## src/rtl/ssd_to_bin.sv

```systemverilog
// rtl/ssd_to_bin.sv - seven-segment digit frame decoder to BCD and binary
module ssd_to_bin #(
    parameter int NDIG = 4
) (
    input  logic        clk,
    input  logic        rst_n,
    input  logic [7:0]  seg_in,
    input  logic        seg_valid,
    input  logic        seg_last,
    output logic        seg_ready,
    output logic        out_valid,
    input  logic        out_ready,
    output logic [15:0] out_bcd,
    output logic [13:0] out_bin,
    output logic [2:0]  out_ndig,
    output logic        out_err
);

    localparam logic [2:0] MAX_NDIG = 3'(NDIG);

    typedef enum logic [1:0] {
        IDLE  = 2'd0,
        ACCUM = 2'd1,
        DONE  = 2'd2
    } state_t;

    state_t      state, state_nxt;
    logic [15:0] acc_bcd, acc_bcd_nxt, base_bcd;
    logic [13:0] acc_bin, acc_bin_nxt, base_bin;
    logic [2:0]  acc_ndig, acc_ndig_nxt, base_ndig;
    logic        acc_err, acc_err_nxt, base_err;
    logic [3:0]  digit;
    logic        digit_bad;
    logic        accept;

    // Both handshake outputs decode straight from the state flop, so neither
    // depends combinationally on seg_valid or out_ready.
    assign seg_ready = (state != DONE);
    assign out_valid = (state == DONE);
    assign accept    = seg_valid && seg_ready;

    always_comb begin
        digit     = 4'd0;
        digit_bad = 1'b0;
        case (seg_in)
            8'h03:   digit = 4'd0;
            8'h9F:   digit = 4'd1;
            8'h25:   digit = 4'd2;
            8'h0D:   digit = 4'd3;
            8'h99:   digit = 4'd4;
            8'h49:   digit = 4'd5;
            8'h41:   digit = 4'd6;
            8'h1F:   digit = 4'd7;
            8'h01:   digit = 4'd8;
            8'h09:   digit = 4'd9;
            default: digit_bad = 1'b1;
        endcase
    end

    // A digit accepted in IDLE starts a fresh frame, so it sees cleared accumulators.
    always_comb begin
        base_bcd  = acc_bcd;
        base_bin  = acc_bin;
        base_ndig = acc_ndig;
        base_err  = acc_err;
        if (state == IDLE) begin
            base_bcd  = 16'd0;
            base_bin  = 14'd0;
            base_ndig = 3'd0;
            base_err  = 1'b0;
        end

        acc_bcd_nxt  = base_bcd;
        acc_bin_nxt  = base_bin;
        acc_ndig_nxt = base_ndig;
        acc_err_nxt  = base_err | digit_bad;
        if (base_ndig == MAX_NDIG) begin
            acc_err_nxt = 1'b1;
        end else begin
            acc_bcd_nxt  = {base_bcd[11:0], digit};
            acc_bin_nxt  = (base_bin << 3) + (base_bin << 1) + 14'(digit);
            acc_ndig_nxt = base_ndig + 3'd1;
        end
    end

    always_comb begin
        state_nxt = state;
        case (state)
            IDLE, ACCUM: begin
                if (accept) state_nxt = seg_last ? DONE : ACCUM;
            end
            DONE: begin
                if (out_ready) state_nxt = IDLE;
            end
            default: state_nxt = IDLE;
        endcase
    end

    always_ff @(posedge clk) begin
        if (!rst_n) begin
            state    <= IDLE;
            acc_bcd  <= 16'd0;
            acc_bin  <= 14'd0;
            acc_ndig <= 3'd0;
            acc_err  <= 1'b0;
            out_bcd  <= 16'd0;
            out_bin  <= 14'd0;
            out_ndig <= 3'd0;
            out_err  <= 1'b0;
        end else begin
            state <= state_nxt;
            if (accept) begin
                acc_bcd  <= acc_bcd_nxt;
                acc_bin  <= acc_bin_nxt;
                acc_ndig <= acc_ndig_nxt;
                acc_err  <= acc_err_nxt;
                if (seg_last) begin
                    out_bcd  <= acc_bcd_nxt;
                    out_bin  <= acc_bin_nxt;
                    out_ndig <= acc_ndig_nxt;
                    out_err  <= acc_err_nxt;
                end
            end
        end
    end

endmodule

```

## config.mk

```make
export PLATFORM = sky130hd
export DESIGN_NAME = ssd_to_bin
export DESIGN_NICKNAME = d
export VERILOG_FILES = /design/src/rtl/ssd_to_bin.sv
export SDC_FILE = /design/constraint.sdc
export NUM_CORES = 1
export LEC_CHECK = 0
export CORE_MARGIN = 5
export CORE_UTILIZATION = 43
export DETAILED_ROUTE_END_ITERATION = 10
export PLACE_DENSITY = 0.67
export SLEW_MARGIN = 5
export SYNTH_ARGS = -nofsm -noshare
export SYNTH_HDL_FRONTEND = slang
export SYNTH_SLANG_ARGS = --single-unit
export TNS_END_PERCENT = 1
```

## constraint.sdc

```tcl
create_clock -name clk -period 3.4 [get_ports clk]
set_clock_uncertainty 0.1 [all_clocks]
set_input_delay 0.51 -clock clk [delete_from_list [all_inputs] [get_ports clk]]
set_output_delay 0.51 -clock clk [all_outputs]
set_load 0.005 [all_outputs]
```

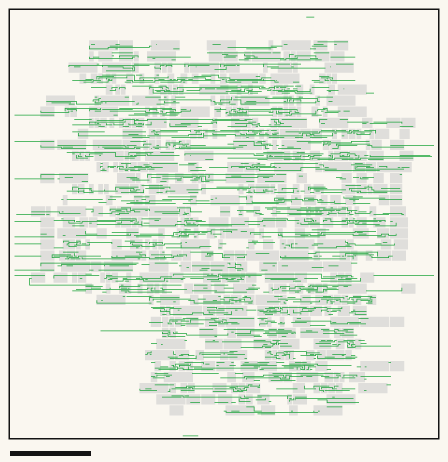
Figure 1: run 1, metal 1.
Scale bar: 20 um.
550 nets have wire on it. The wires run mostly horizontal. The layer holds 46% of the routed length.

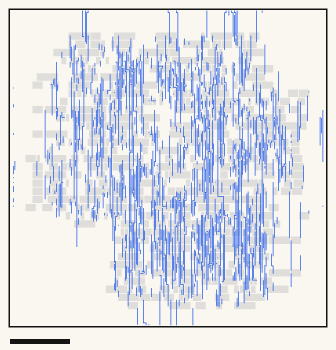
Figure 2: run 1, M2 wires.
Scale bar: 20 um.
The wires run mostly vertical. The longest straight run is 47.3 um.

==> flow_metrics.env, run 1 <==
# implementation run metrics
export IMPL_leading_cell_category_by_total_area="multi-input combinational cells"
export IMPL_worst_setup_path_type="input port to flip-flop"
export IMPL_fp_dieH_um=105.3
export IMPL_setup_reg_to_reg_worst_slack_ns=0.21
export IMPL_switching_power_as_a_share_of_total_power_pct=27.52
export IMPL_net_switching_power_w=0.0004817
export IMPL_finish_cell_count_without_fillers=666
export IMPL_place_detailed_instances=650
export IMPL_post_synth_xor_area_fraction_pct=3.142
export IMPL_taps=108
export IMPL_critical_path_slowest_cell="sky130_fd_sc_hd__or4b_1"
export IMPL_detailedPlacementHpwl_mm=7.245
export IMPL_ff_type="sky130_fd_sc_hd__dfxtp_1"
export IMPL_outcome="finished clean"
export IMPL_globalRouteOverflowTotal=0
export IMPL_r2r_end="out_bin[10]"
export IMPL_area_share_clock_buf_inv_pct=3.898
export IMPL_fin_worst_hold_slack_ns=0.3570
export IMPL_core_area_um2=8763
export IMPL_clockRootBuffer="sky130_fd_sc_hd__clkbuf_8"
export IMPL_place_port_buffers=48
export IMPL_netlist_top_cell_by_instances="sky130_fd_sc_hd__nand2_1"
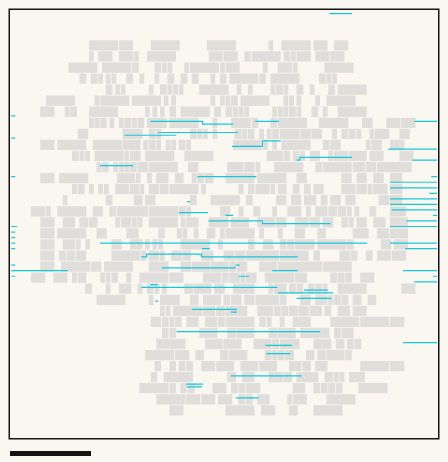
Figure 3: run 1, M3 wires.
Scale bar: 20 um.
The layer carries 597 um of wire. The wires run mostly horizontal. 51 nets have wire on it.

==> inputs of run 2 (changes only) <==
- CTS_CLUSTER_SIZE: not set -> 12
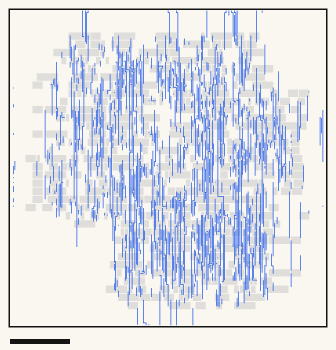
Figure 4: run 2, M2 wires.
Scale bar: 20 um.
The longest straight run is 47.3 um. The layer holds 46% of the routed length.
met2 track demand over resource: 28.78%
total routed wirelength: 10.42 mm
via total after detailed routing: 3647

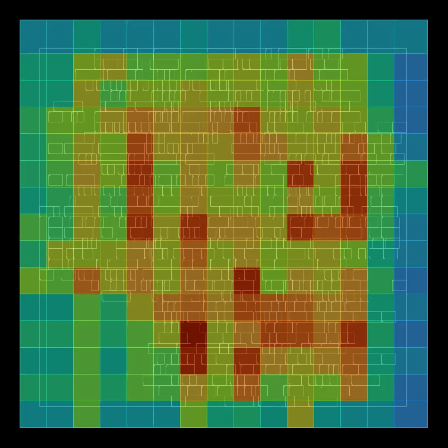
Figure 5: run 2, track usage over the die.
global routing met1 resource utilization: 24.68%
routed length per instance: 15.65 um

==> run 2 against run 1 <==
Synthesized area unchanged. Synthesized cell count unchanged. First-iteration DRC count unchanged. Final area unchanged. Sequential cell count unchanged. Via count unchanged. Count of clock-buffer cells in the layout unchanged. Register-to-register slack about the same. Die area unchanged. Sequential power about the same. Routed wire length unchanged. Global-route usage unchanged. Highest routed layer unchanged.
==> flow_metrics.env, run 2 <==
# implementation run metrics
export IMPL_outcome="finished clean"
export IMPL_via_per_inst=5.476
export IMPL_core_area_um2=8763
export IMPL_min_path_cells=2
export IMPL_setup_viol=0
export IMPL_r2r_end="out_bin[10]"
export IMPL_leading_cell_category_by_total_area="multi-input combinational cells"
export IMPL_globalRouteOverflowTotal=0
export IMPL_finish_cell_count_without_fillers=666
export IMPL_netlist_top_cell_by_instances="sky130_fd_sc_hd__nand2_1"
export IMPL_place_port_buffers=48
export IMPL_yosys_top_cells_area="sky130_fd_sc_hd__dfxtp_1, sky130_fd_sc_hd__nand2_1, sky130_fd_sc_hd__a21oi_1, sky130_fd_sc_hd__ha_1, sky130_fd_sc_hd__nor2_1"
export IMPL_detailedPlacementHpwl_mm=7.245
export IMPL_syn_inst=493
export IMPL_fp_dieH_um=105.3
export IMPL_switching_power_as_a_share_of_total_power_pct=27.52
export IMPL_critical_path_slowest_cell="sky130_fd_sc_hd__or4b_1"
export IMPL_area_share_clock_buf_inv_pct=3.898
export IMPL_taps=108
export IMPL_sequential_cell_area_in_the_final_layout_um2=1401
export IMPL_timing_fmax_ghz=0.2941
export IMPL_post_synth_xor_area_fraction_pct=3.142
export IMPL_ff_type="sky130_fd_sc_hd__dfxtp_1"
export IMPL_setup_reg_to_reg_worst_slack_ns=0.21
export IMPL_clockRootBuffer="sky130_fd_sc_hd__clkbuf_8"
export IMPL_place_detailed_instances=650
export IMPL_utilization_after_layout_pct=54.94
export IMPL_count_of_standard_cell_rows=34
export IMPL_worst_setup_path_type="input port to flip-flop"
export IMPL_net_switching_power_w=0.0004817
export IMPL_final_period_minus_worst_setup_slack_ns=3.400
export IMPL_ioPinCount=49
export IMPL_fin_worst_hold_slack_ns=0.3570
==> inputs of run 3 (changes only) <==
- TNS_END_PERCENT: 1 -> 20
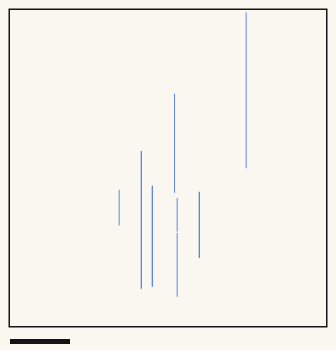
Figure 6: run 3, signal wires on met4.
Scale bar: 20 um.
The layer holds 2.2% of the routed length. 6 nets have wire on it. The wires run mostly vertical. The layer carries 229 um of wire.

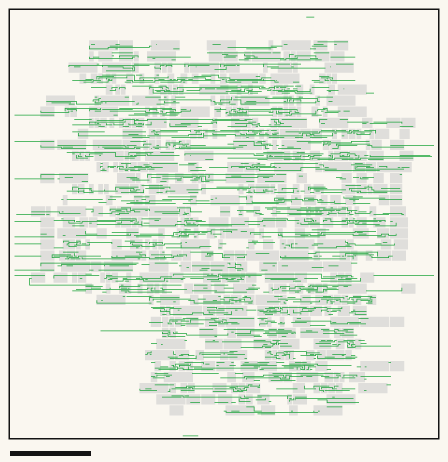
Figure 7: run 3, metal 1.
Scale bar: 20 um.
The layer carries 4830 um of wire. The wires run mostly horizontal. The layer holds 46% of the routed length. 550 nets have wire on it.

==> run 3 against run 2 <==
Sequential share of layout area did not move. Synthesized cell count did not move. Cell count did not move. Synthesized area unchanged. Critical path depth is the same. Fmax unchanged. Setup slack did not move. Global-route usage is the same. Register-to-register slack about the same. Core utilization is the same. Critical path type unchanged. Critical endpoint unchanged.
==> flow_metrics.env, run 3 <==
# implementation run metrics
export IMPL_outcome="finished clean"
export IMPL_min_path_cells=2
export IMPL_clockRootBuffer="sky130_fd_sc_hd__clkbuf_8"
export IMPL_yosys_top_cells_area="sky130_fd_sc_hd__dfxtp_1, sky130_fd_sc_hd__nand2_1, sky130_fd_sc_hd__a21oi_1, sky130_fd_sc_hd__ha_1, sky130_fd_sc_hd__nor2_1"
export IMPL_worst_setup_path_type="input port to flip-flop"
export IMPL_ioPinCount=49
export IMPL_utilization_after_layout_pct=54.94
export IMPL_grt_met2_usage_pct=28.78
export IMPL_place_port_buffers=48
export IMPL_critical_path_slowest_cell="sky130_fd_sc_hd__or4b_1"
export IMPL_via_per_inst=5.476
export IMPL_ff_type="sky130_fd_sc_hd__dfxtp_1"
export IMPL_sequential_cell_area_in_the_final_layout_um2=1401
export IMPL_area_share_clock_buf_inv_pct=3.898
export IMPL_timing_fmax_ghz=0.2941
export IMPL_net_switching_power_w=0.0004817
export IMPL_setup_reg_to_reg_worst_slack_ns=0.21
export IMPL_leading_cell_category_by_total_area="multi-input combinational cells"
export IMPL_syn_inst=493
export IMPL_totalWireLength_mm=10.42
export IMPL_fin_worst_hold_slack_ns=0.3570
export IMPL_detailedPlacementHpwl_mm=7.245
export IMPL_finish_cell_count_without_fillers=666
Power is estimated from default activity; no workload was simulated.
